[src/rtl/noc_input_port.sv]
// Router input port: store-and-forward flit FIFO, XY-routes the head flit, one-hot request to output arbiters.
// Request rises 3 cycles after a packet's last flit is written; buffer_full backpressures upstream, writes while full are dropped and flagged.
module noc_input_port #(
   parameter int         packet_size = 32,
   parameter int         flit_size   = 4,
   parameter int         fifo_depth  = 16,
   parameter logic [1:0] local_x     = 2'd0,
   parameter logic [1:0] local_y     = 2'd0
) (
   input  logic                 clk,
   input  logic                 reset,
   input  logic                 write_request,
   input  logic [flit_size-1:0] data_in,
   output logic                 buffer_full,
   output logic [4:0]           request,
   input  logic                 grant,
   input  logic                 flit_taken,
   output logic [flit_size-1:0] data_out,
   output logic                 overflow_error
);

   localparam int flit_number = packet_size / flit_size;
   localparam int ptr_w       = $clog2(fifo_depth);
   localparam int cnt_w       = $clog2(fifo_depth + 1);
   localparam int sent_w      = (flit_number > 1) ? $clog2(flit_number) : 1;

   typedef struct packed {
      logic [1:0] dest_x;
      logic [1:0] dest_y;
   } hdr_t;

   typedef enum logic [1:0] {IDLE, ROUTE, REQUEST, SENDING} state_t;

   logic [flit_size-1:0] mem [fifo_depth];
   logic [ptr_w-1:0]     wr_ptr, rd_ptr;
   logic [cnt_w-1:0]     count, count_next;
   state_t               state, state_next;
   logic [4:0]           dir, dir_next;
   logic [sent_w-1:0]    sent, sent_next;
   logic                 push, pop, last_flit;
   hdr_t                 hdr;

   assign push      = write_request && !buffer_full;
   assign pop       = flit_taken && (state == SENDING);
   assign last_flit = (sent == sent_w'(flit_number - 1));
   assign data_out  = mem[rd_ptr];
   assign hdr       = hdr_t'(data_out[3:0]);

   always_comb begin
      count_next = count;
      case ({push, pop})
         2'b10:   count_next = count + cnt_w'(1);
         2'b01:   count_next = count - cnt_w'(1);
         default: count_next = count;
      endcase
   end

   // buffer_full is registered from the next count so it always matches count.
   always_ff @(posedge clk) begin
      if (reset) begin
         wr_ptr         <= '0;
         rd_ptr         <= '0;
         count          <= '0;
         buffer_full    <= 1'b0;
         overflow_error <= 1'b0;
      end else begin
         if (push) wr_ptr <= wr_ptr + ptr_w'(1);
         if (pop)  rd_ptr <= rd_ptr + ptr_w'(1);
         count       <= count_next;
         buffer_full <= (count_next == cnt_w'(fifo_depth));
         if (write_request && buffer_full) overflow_error <= 1'b1;
      end
   end

   always_ff @(posedge clk) begin
      if (push) mem[wr_ptr] <= data_in;
   end

   function automatic logic [4:0] xy_route(input hdr_t h);
      if (h.dest_x > local_x)      return 5'b01000;
      else if (h.dest_x < local_x) return 5'b10000;
      else if (h.dest_y > local_y) return 5'b00010;
      else if (h.dest_y < local_y) return 5'b00100;
      else                         return 5'b00001;
   endfunction

   always_comb begin
      state_next = state;
      dir_next   = dir;
      sent_next  = sent;
      request    = '0;
      case (state)
         IDLE: begin
            if (count >= cnt_w'(flit_number)) state_next = ROUTE;
         end
         ROUTE: begin
            dir_next   = xy_route(hdr);
            state_next = REQUEST;
         end
         REQUEST: begin
            request = dir;
            if (grant) begin
               state_next = SENDING;
               sent_next  = '0;
            end
         end
         SENDING: begin
            // Drop the request on the last flit so the arbiter cannot re-grant us.
            request = last_flit ? 5'b00000 : dir;
            if (pop) begin
               if (last_flit) begin
                  sent_next  = '0;
                  state_next = IDLE;
               end else begin
                  sent_next = sent + sent_w'(1);
               end
            end
         end
         default: state_next = IDLE;
      endcase
   end

   always_ff @(posedge clk) begin
      if (reset) begin
         state <= IDLE;
         sent  <= '0;
         dir   <= '0;
      end else begin
         state <= state_next;
         sent  <= sent_next;
         dir   <= dir_next;
      end
   end

endmodule
[config.mk]
export PLATFORM = sky130hd
export DESIGN_NAME = noc_input_port
export DESIGN_NICKNAME = d
export VERILOG_FILES = /design/src/rtl/noc_input_port.sv
export SDC_FILE = /design/constraint.sdc
export NUM_CORES = 1
export LEC_CHECK = 0
export CELL_PAD_IN_SITES_DETAIL_PLACEMENT = 0
export CELL_PAD_IN_SITES_GLOBAL_PLACEMENT = 1
export CORE_MARGIN = 3
export CORE_UTILIZATION = 49
export CTS_BUF_LIST = sky130_fd_sc_hd__clkbuf_8 sky130_fd_sc_hd__clkbuf_16
export DETAILED_ROUTE_END_ITERATION = 6
export GPL_TIMING_DRIVEN = 0
export PLACE_DENSITY = 0.83
export RECOVER_POWER = 100
export SYNTH_ARGS = -nofsm -noshare
export SYNTH_HDL_FRONTEND = slang
export SYNTH_SLANG_ARGS = --single-unit
[constraint.sdc]
create_clock -name clk -period 3.7 [get_ports clk]
set_input_delay 0.74 -clock clk [delete_from_list [all_inputs] [get_ports clk]]
set_output_delay 0.74 -clock clk [all_outputs]
set_load 0.005 [all_outputs]
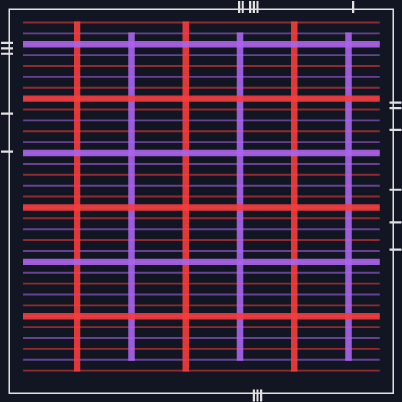
**Above:** run 1 (power grid).
Drawn at 4 px/µm. Pins as bars on the die edge.
legend:
  VSS:
    color: red
  VDD:
    color: purple
signal pins: 20
met1 rails: 33
met5 straps: 6

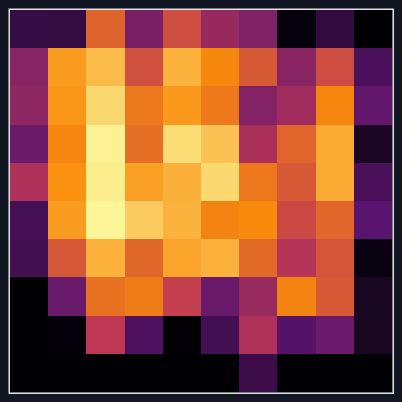
**Above:** run 1 (cell density map).
Drawn at 4 px/µm. The die is cut into 10 by 10 equal tiles; black is low, pale yellow is high, 0 to 100% covered.
tiles over 75% full: 23%
densest ninth of the die: middle
nearly empty tiles: 15%
fullest tile: 98%
mean over tiles: 47%
post-layout util: 56.64%
Core ar.: 7767 µm²
fp_density: 50.64%

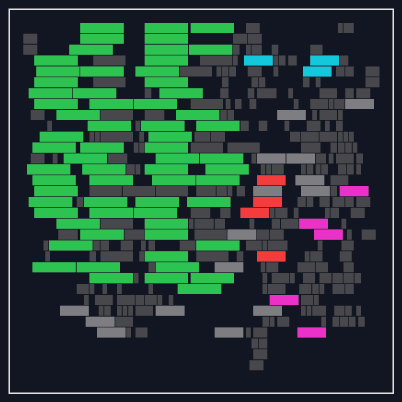
**Above:** run 1 (sequential cells colored by netlist name).
Drawn at 4 px/µm.
legend:
  rd_ptr:
    color: red
    placed_flops: 4
  count:
    color: magenta
    placed_flops: 5
  dir:
    color: cyan
    placed_flops: 3
  mem:
    color: green
    placed_flops: 64
not colored: 15

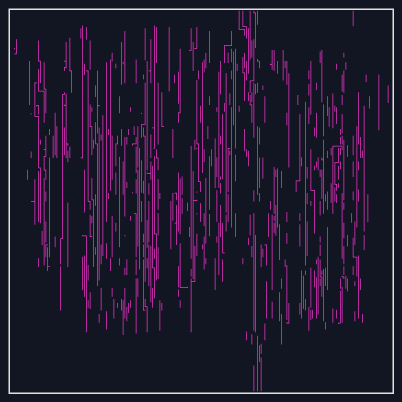
**Above:** run 1 (met2 routing).
Drawn at 4 px/µm.
main direction: vertical
wire length on this layer: 3320 µm

==> impl_metrics.tcl, run 1 <==
# collected from the flow reports
set metrics [dict create \
    outcome "finished, final reports clean" \
    clk_path_buf_depth 2 \
    nets 343 \
    die_h_um 95.60 \
    lay_top_count "edfxtp_1" \
    grt_overflow_total 0 \
    largest_class "registers" \
    comb_power_share_pct 6.7 \
    ys_warn_count 0 \
    holdWs_ns 0.4726 \
    switchingPower_mw 0.4373 \
    critPathCaptureType "primary output" \
    grt_util_met2_pct 26.98 \
    synth-main-ff-cell "edfxtp_1" \
    tritoncts "built" \
    flop_area_um2 2462 \
    tns_ns 0 \
    ant_nets 0 \
    insertedDiodeCount 0 \
    h-tree-depth 3 \
    swShare_pct 23.57 \
    n_all_buffers 33 \
    drt_wl_total_um 6509 \
    pg_seq_mw 1.12 \
    cts_hold_buf 0 \
    slowest_stage "dlygate4sd3_1" \
    synth-edff-count 64 \
    r2r_slack_ns 0.56 \
    clkLatencyLatePin_ns 0.35 \
    grt_pass1_wl_um 11010 \
    met3_usage_pct 5.998 \
    clock_buffer_count 9 \
    rows 32 \
    dr_wl_met2_um 3317 \
    finalWeightedCongestion 0.7547 \
    largest_reg_flops 64 \
    reg_top3 "mem: 64 flops, count: 5 flops" \
    postCtsSetupBuffers 0 \
    yosysCellCount 291 \
    hold_end "overflow_error" \
    ys_sh_adder_pct 4.771 \
    endpoint "data_out[0]" \
    drtIter0Drc 149 \
    avgSynthCellArea_um2 13.52 \
    fin_ws_ns 0.2374 \
    cap_violations 0 \
    wire_per_inst_um 15.28 \
    hp-start "overflow_error" \
    ys_ff 91 \
]
==> run 2: changes to the inputs <==
Settings changed: SLEW_MARGIN from default to 15.
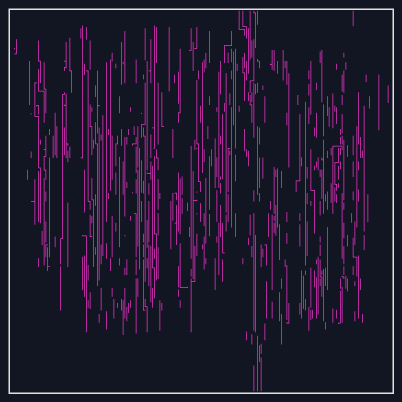
**Above:** run 2 (met2 routing).
Drawn at 4 px/µm.
share of all routed wire: 51%
longest straight run: 40.8 µm
nets with wire on the layer: 266

==> run 2 against run 1 <==
Effect of this change:
- synthesized cell count unchanged
- worst setup slack unchanged
- power unchanged
- via count unchanged
- die size unchanged
- clock skew unchanged
- count of clock-buffer cells in the layout unchanged
- global-route usage unchanged
- routed wire length unchanged
- critical path depth unchanged
- largest cell class unchanged
==> impl_metrics.tcl, run 2 <==
# collected from the flow reports
set metrics [dict create \
    outcome "finished, final reports clean" \
    hold_end "overflow_error" \
    clk_path_buf_depth 2 \
    wire_per_inst_um 15.28 \
    avgSynthCellArea_um2 13.52 \
    synth-edff-count 64 \
    ys_warn_count 0 \
    cap_violations 0 \
    rows 32 \
    switchingPower_mw 0.4373 \
    slowest_stage "dlygate4sd3_1" \
    die_h_um 95.60 \
    synth-main-ff-cell "edfxtp_1" \
    yosysCellCount 291 \
    dr_wl_met2_um 3317 \
    endpoint "data_out[0]" \
    postCtsSetupBuffers 0 \
    hp-start "overflow_error" \
    fin_ws_ns 0.2374 \
    drt_wl_total_um 6509 \
]
Power is estimated from default activity; no workload was simulated.
